Run 1, pin placement:
The bar under the picture is 20 um long. Pins as bars across the die edge, other pins in grey.
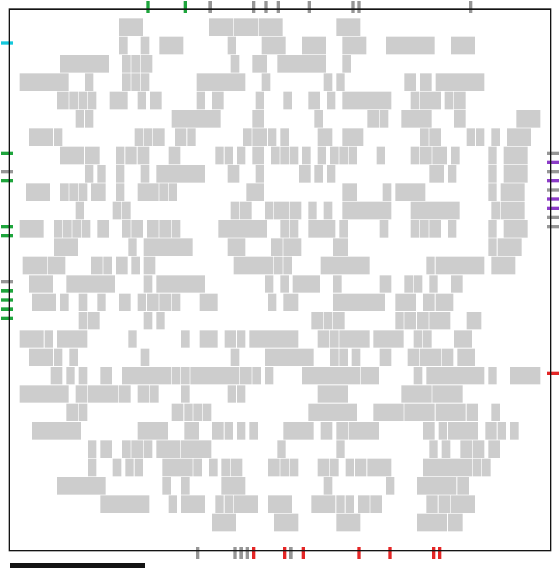
Run 1, cell outlines without signal wires:
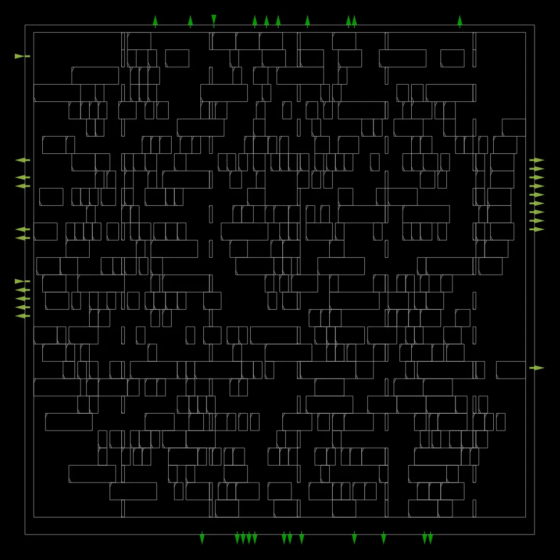
Run 1, cell density map:
The die is cut into 8 by 8 equal tiles; white is low, dark blue is high, 0 to 100% covered.
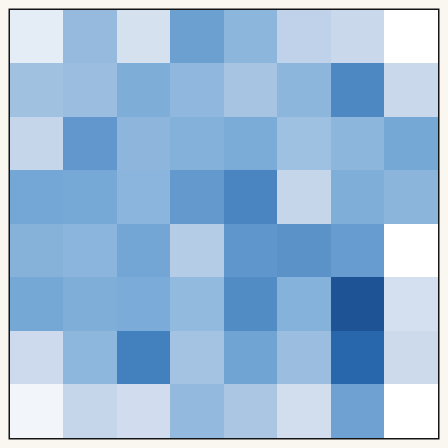
File: src/rtl/mlp_layer_seq.sv
// Control sequencer for a two-layer MLP: P-lane layer-1 MAC rounds, activation via LUT,
// layer-2 accumulate into output SRAM, then output activation. Optional: MLP_LAYER_SEQ_STALL_EN.
module mlp_layer_seq #(
    parameter int unsigned N_IN  = 784,
    parameter int unsigned N_HID = 200,
    parameter int unsigned P     = 10,
    parameter int unsigned N_OUT = 10
) (
    input  logic                     clk,
    input  logic                     reset,
    input  logic                     start,
`ifdef MLP_LAYER_SEQ_STALL_EN
    input  logic                     stall,
`endif
    output logic                     busy,
    output logic                     done,
    output logic                     mac_en,
    output logic                     mac_clear,
    output logic [$clog2(N_IN)-1:0]  in_addr,
    output logic                     hold_we,
    output logic                     hold_sel,
    output logic [$clog2(P)-1:0]     hold_addr,
    output logic                     lut_sel,
    output logic [$clog2(N_HID)-1:0] w2_hid_addr,
    output logic [$clog2(N_OUT)-1:0] w2_out_addr,
    output logic [$clog2(N_OUT)-1:0] acc_addr,
    output logic                     acc_we,
    output logic                     acc_sel,
    output logic                     acc_clr
);

    localparam int unsigned IW = $clog2(N_IN);
    localparam int unsigned PW = $clog2(P);
    localparam int unsigned HW = $clog2(N_HID);
    localparam int unsigned OW = $clog2(N_OUT);
    localparam int unsigned R  = N_HID / P;
    localparam int unsigned RW = (R > 1) ? $clog2(R) : 1;

    localparam logic [IW-1:0] ILast = IW'(N_IN - 1);
    localparam logic [PW-1:0] JLast = PW'(P - 1);
    localparam logic [OW-1:0] KLast = OW'(N_OUT - 1);
    localparam logic [RW-1:0] RLast = RW'(R - 1);

    typedef enum logic [3:0] {
        StIdle, StL1Acc, StL1Cap, StActRd, StActWr, StL2Mac, StOutRd, StOutWr, StDone
    } state_e;

    state_e          state_q, state_d;
    logic [IW-1:0]   i_q, i_d;
    logic [PW-1:0]   j_q, j_d;
    logic [OW-1:0]   k_q, k_d;
    logic [RW-1:0]   r_q, r_d;
    logic            frz;

`ifdef MLP_LAYER_SEQ_STALL_EN
    assign frz = stall;
`else
    assign frz = 1'b0;
`endif

    always_ff @(posedge clk) begin
        if (reset) begin
            state_q <= StIdle;
            i_q     <= '0;
            j_q     <= '0;
            k_q     <= '0;
            r_q     <= '0;
        end else begin
            state_q <= state_d;
            i_q     <= i_d;
            j_q     <= j_d;
            k_q     <= k_d;
            r_q     <= r_d;
        end
    end

    always_comb begin
        state_d     = state_q;
        i_d         = i_q;
        j_d         = j_q;
        k_d         = k_q;
        r_d         = r_q;
        busy        = 1'b1;
        done        = 1'b0;
        mac_en      = 1'b0;
        mac_clear   = 1'b0;
        in_addr     = '0;
        hold_we     = 1'b0;
        hold_sel    = 1'b0;
        hold_addr   = '0;
        lut_sel     = 1'b0;
        w2_hid_addr = '0;
        w2_out_addr = '0;
        acc_addr    = '0;
        acc_we      = 1'b0;
        acc_sel     = 1'b0;
        acc_clr     = 1'b0;

        case (state_q)
            StIdle: begin
                busy = 1'b0;
                i_d  = '0;
                j_d  = '0;
                k_d  = '0;
                r_d  = '0;
                if (start) state_d = StL1Acc;
            end
            StL1Acc: begin
                mac_en    = 1'b1;
                mac_clear = (i_q == '0);
                in_addr   = i_q;
                if (i_q == ILast) begin
                    i_d     = '0;
                    state_d = StL1Cap;
                end else begin
                    i_d = i_q + 1'b1;
                end
            end
            StL1Cap: begin
                hold_we = 1'b1;
                j_d     = '0;
                state_d = StActRd;
            end
            StActRd: begin
                hold_addr = j_q;
                state_d   = StActWr;
            end
            StActWr: begin
                hold_we   = 1'b1;
                hold_sel  = 1'b1;
                hold_addr = j_q;
                if (j_q == JLast) begin
                    j_d     = '0;
                    k_d     = '0;
                    state_d = StL2Mac;
                end else begin
                    j_d     = j_q + 1'b1;
                    state_d = StActRd;
                end
            end
            StL2Mac: begin
                hold_addr   = j_q;
                acc_addr    = k_q;
                w2_hid_addr = HW'(32'(r_q) * P + 32'(j_q));
                w2_out_addr = k_q;
                acc_we      = 1'b1;
                // First hidden neuron of the first round seeds the output accumulators.
                acc_clr     = (r_q == '0) && (j_q == '0);
                if (k_q == KLast) begin
                    k_d = '0;
                    if (j_q == JLast) begin
                        j_d = '0;
                        if (r_q == RLast) begin
                            state_d = StOutRd;
                        end else begin
                            r_d     = r_q + 1'b1;
                            state_d = StL1Acc;
                        end
                    end else begin
                        j_d = j_q + 1'b1;
                    end
                end else begin
                    k_d = k_q + 1'b1;
                end
            end
            StOutRd: begin
                acc_addr = k_q;
                lut_sel  = 1'b1;
                state_d  = StOutWr;
            end
            StOutWr: begin
                acc_addr = k_q;
                acc_we   = 1'b1;
                acc_sel  = 1'b1;
                if (k_q == KLast) begin
                    k_d     = '0;
                    state_d = StDone;
                end else begin
                    k_d     = k_q + 1'b1;
                    state_d = StOutRd;
                end
            end
            StDone: begin
                done    = 1'b1;
                r_d     = '0;
                state_d = StIdle;
            end
            default: begin
                busy    = 1'b0;
                state_d = StIdle;
            end
        endcase

        // Stall freezes progress; addresses stay put because state and counters hold.
        if (frz) begin
            state_d = state_q;
            i_d     = i_q;
            j_d     = j_q;
            k_d     = k_q;
            r_d     = r_q;
            mac_en  = 1'b0;
            hold_we = 1'b0;
            acc_we  = 1'b0;
        end
    end

endmodule

File: config.mk
export PLATFORM = sky130hd
export DESIGN_NAME = mlp_layer_seq
export DESIGN_NICKNAME = d
export VERILOG_FILES = /design/src/rtl/mlp_layer_seq.sv
export SDC_FILE = /design/constraint.sdc
export NUM_CORES = 1
export LEC_CHECK = 0
export ABC_AREA = 1
export CORE_UTILIZATION = 35
export CTS_BUF_LIST = sky130_fd_sc_hd__clkbuf_4
export DETAILED_ROUTE_END_ITERATION = 6
export PLACE_DENSITY_LB_ADDON = 0.05
export SETUP_SLACK_MARGIN = 0.15
export SYNTH_ARGS = -nofsm -noshare
export SYNTH_HDL_FRONTEND = slang
export SYNTH_SLANG_ARGS = --single-unit
File: constraint.sdc
create_clock -name clk -period 3.8 [get_ports clk]
set_clock_uncertainty 0.15 [all_clocks]
set_input_delay 0.76 -clock clk [delete_from_list [all_inputs] [get_ports clk]]
set_output_delay 0.76 -clock clk [all_outputs]
set_load 0.005 [all_outputs]
==> flow_metrics.tcl, run 1 <==
# flow metrics
set metrics [dict create \
    rr_endpoint "state_q[2]" \
    path_max_fanout 4 \
    clock_sink_count 27 \
    rrSetupSlack_ps 1890 \
    dr.pass1.iters 5 \
    yosysTopAreaCell "dfxtp_1" \
    cts_buffers 3 \
    power_mw 0.550 \
    worstPathArrival_ps 2510 \
    vias 2197 \
    edf_count 0 \
    run_status "finished, final reports clean" \
    slowest_stage "fa_1" \
    min_from "i_q[3]" \
    compound_area_share_pct 12.7 \
    final_max_slew_viol_count 0 \
    nets 410 \
    holdPathEnd "i_q[3]" \
    wl_per_cell_um 11.5 \
    grt_pass1_wl_mm 9.02 \
    worstSkewPairLatency_ps 330 \
    start_kind "register" \
    ys_area_sq_um 2130 \
    syn_inst 341 \
    fp_util_pct 36.2 \
    globalRoute.totalOverflow 0 \
    dp_hpwl_mm 4.19 \
    gp_congestion 0.802 \
    grt_max_degree 18 \
    cts_max_path_buffers 2 \
    ys_ff 27 \
    h-tree-depth 1 \
    antenna_found_initial 0 \
    synthAdderAreaFrac_pct 12.4 \
    simple_gate_share_pct 37.6 \
    flop_cell "dfxtp_1" \
]
Notes on 'pin placement' above:
Key: cyan = `clk` [pins 1, direction input, edge west]; purple = `w2_out_addr` [pins 4, direction output, edge east]; red = `w2_hid_addr` [pins 8, direction output, edge 7 south, 1 east]; green = `in_addr` [pins 10, direction output, edge 8 west, 2 north]
DIE WIDTH: 80.1 um
Die Height: 80.1 um
IO buf count: 42

Notes on 'cell outlines without signal wires' above:
fraction of area in registers: 20.3%
Site Rows: 28

Notes on 'cell density map' above:
The mean over all tiles is 41%. 4.7% of the tiles are nearly empty. The fullest tile reaches 85%. 3.1% of the tiles are over 75% full.

run 1: layer usage:
metal,routed length [um],up-vias,track usage (%)
li1,-,1176,-
met1,2570,982,23.1
met2,2570,37,31.8
met3,149,2,1.70
met4,27,0,3.21
met5,0,-,0
run 1: through the flow:
stage / area (sq um) / setup WS [ps] / hold slack, ps / util (%)
final: 2710 / 379 / 360 / 46.0
after global routing: 2710 / 221 / 383 / 46.0
after CTS: 2670 / 172 / 365 / 45.3
after detailed placement: 2640 / 519 / 341 / 44.8
after global placement: 2640 / 546 / 337 / 44.8
after floorplan: 2130 / 1120 / 317 / -
run 1: kinds of logic (layout without fill, tap and decap cells):
family	after synthesis	count (layout)
AND/OR/NAND/NOR	185	185
adder cells (fa/ha/maj)	20	20
XOR/XNOR	6	6
AND-OR/OR-AND	50	50
buffers and inverters	53	98
flip-flops	27	27
run 1: critical path: cells and delay by family, from the launching register on:
family	cells	cell delay [ps]
adders and majority gates	3	1000
buffers and inverters	2	580
DFF	1	380
AOI/OAI and AO/OA	2	250
run 1: flip-flops by register name, indices dropped and copies added (netlist names):
| name | count |
|---|---|
| j_q | 4 |
| k_q | 4 |
| state_q | 4 |
| r_q | 5 |
| i_q | 10 |
run 1: timing repair:
| item | 4_1_cts | 5_1_grt |
|---|---|---|
| hold endpoints to repair | 0 | 0 |
| hold buffers | 0 | 0 |
| setup buffers | 0 | 2 |
| gates resized | 1 | 9 |
| endpoints found under the setup margin | 1 | 3 |
| pin swaps | 0 | 4 |
run 1: worst max path at each step:
stage | from | endpoint | slack (ps) | cells after the start
after floorplan | r_q[1] | w2_hid_addr[7] | 1120 | 9
after global placement | r_q[1] | w2_hid_addr[7] | 550 | 10
after detailed placement | r_q[1] | w2_hid_addr[7] | 520 | 10
after CTS | r_q[3] | w2_hid_addr[7] | 170 | 10
after global routing | r_q[0] | w2_hid_addr[5] | 220 | 7
final | r_q[3] | w2_hid_addr[5] | 380 | 7
run 1: report_power, final:
group / switching (mW) / internal (mW)
logic: 0.0724 / 0.0410
registers: 0.00941 / 0.289
clock network: 0.0907 / 0.0482
run 1: placed cells by master, fill, tap and decap left out:
cell type,n
nand2_1,71
nor2_1,66
inv_1,43
clkdlybuf4s50_1,40
nand3_1,27
a21oi_1,26
dfxtp_1,24
o21ai_0,19
ha_1,18
xor2_1,5
inv_2,4
nand2_2,4
clkbuf_4,4
nor2_2,3
nor3_1,3
nand4_1,3
buf_4,3
nor4_1,2
o211ai_1,2
nand3b_1,2
fa_1,2
dlymetal6s2s_1,2
dfxtp_4,2
nand2_4,1
xnor2_2,1
nor2_8,1
o21ai_1,1
inv_4,1
or2_2,1
clkinv_1,1
o21ai_2,1
nor2_4,1
o21ai_4,1
dfxtp_2,1
run 1: area by class of cell:
| type | count | area, sq um |
|---|---|---|
| multi-input cells | 261 | 1400 |
| well taps | 75 | 93.8 |
| inverters | 49 | 186 |
| clock buffers | 4 | 30.0 |
| repair buffers | 45 | 448 |
| fillers | 650 | 3180 |
| flip-flops and latches | 27 | 549 |
--- run 2 (diff from run 1) ---
Settings changed: CAP_MARGIN set to 30, SKIP_LAST_GASP set to 1.
Clock period 3.8 ns to 3.5 ns, I/O delays scaled along.
==> flow_metrics.tcl, run 2 <==
# flow metrics
set metrics [dict create \
    place_area_sq_um 2660 \
    grt_max_degree 17 \
    port_buffers 42 \
    largestRegisters "i_q: 10 flops, r_q: 5 flops" \
    syn_inst 341 \
    final_area_sq_um 2710 \
    grt_pass1_wl_mm 9.00 \
    cts_buffers 3 \
    rrSetupSlack_ps 1720 \
    antenna_found_initial 0 \
    globalRoute.totalOverflow 0 \
    simple_gate_share_pct 37.6 \
    fp-row-count 28 \
    hold_ws_ps 363 \
    run_status "finished, final reports clean" \
    start_kind "register" \
    layout.cells.most_common "nand2_1" \
    min_from "i_q[6]" \
    dp_hpwl_mm 4.21 \
    holdPathEnd "i_q[6]" \
    synthAdderAreaFrac_pct 12.4 \
    ys_ff 27 \
    yosysTopAreaCell "dfxtp_1" \
    final_max_slew_viol_count 0 \
    vias 2204 \
    edf_count 0 \
    final_cell_mix "nand2_1 (71), nor2_1 (67), inv_1 (43)" \
    clock_sink_count 27 \
    flop_cell "dfxtp_1" \
    die_h_um 80.1 \
    worstPathArrival_ps 2320 \
    die_w_um 80.1 \
    ys_area_sq_um 2130 \
    compound_area_share_pct 12.7 \
]
==> run 2: what timing repair did <==
action                                  CTS  global route
buffers inserted                          1             0
hold buffers                              0             0
endpoints found under the setup margin    3             0
resized                                   8             0
==> run 2: stage by stage <==
step	util [%]	power (mW)	instances	worst slack, ps
global route	46.0	0.641	463	178
detailed placement	45.2	0.461	458	332
finish	46.0	0.601	463	328
CTS	46.0	0.610	463	298
global placement	45.2	0.462	458	353
floorplan	-	0.415	341	882
==> run 2: cells by family after synthesis <==
kind of cell,count (synthesis)
flip-flops,27
XOR/XNOR,6
AND-OR/OR-AND,50
adder cells (fa/ha/maj),20
buffers and inverters,53
AND/OR/NAND/NOR,185
==> run 2: routing by layer <==
layer	up-vias	part of all wire, %	global-route usage [%]	wire [um]
met5	-	0	0	0
met3	4	2.3	2.73	123
met1	982	48	22.4	2570
met4	0	0.82	3.75	44
met2	30	49	32.3	2610
li1	1188	-	-	-
==> run 2: worst max-delay path by stage <==
stage           start             end
2_1_floorplan  r_q[1]  w2_hid_addr[7]
3_3_place_gp   r_q[3]  w2_hid_addr[7]
3_5_place_dp   r_q[3]  w2_hid_addr[7]
4_1_cts        r_q[3]  w2_hid_addr[7]
5_1_grt        r_q[1]  w2_hid_addr[7]
6_report       r_q[3]  w2_hid_addr[7]
==> run 2: area by class of cell <==
cell class,count,area [sq um]
fill,640,3180
multi-input combinational,261,1400
sequential,27,546
timing repair buffer,47,454
inverter,49,186
tap,75,93.8
clock buffer,3,22.5
clock inverter,1,7.51
==> run 2: worst max-delay path: stages (launching register included) <==
cell           delay, ps
dfxtp_4              370
ha_1                 270
ha_1                 210
inv_1                 70
fa_1                 460
nor2_1               110
nand2_1               70
nand3_1               70
nand2_1               50
nor2_1                80
dlygate4sd2_1        230
==> run 2: where the power goes <==
part	switching, mW	leakage, nW	internal [mW]
clock	0.105	0.0139	0.0439
combinational	0.0792	0.950	0.0484
sequential	0.0102	0.220	0.314
total	0.195	1.18	0.406
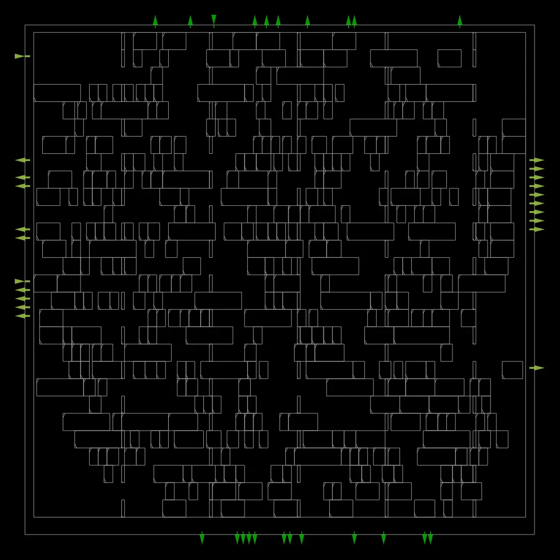
Run 2: cell outlines without signal wires
non-filler cells, final: 463
num sequential: 27
fraction of area in registers: 20.2%
# fillers: 640
Core Footprint: 5890 sq um

Power and IR drop assume default switching activity.
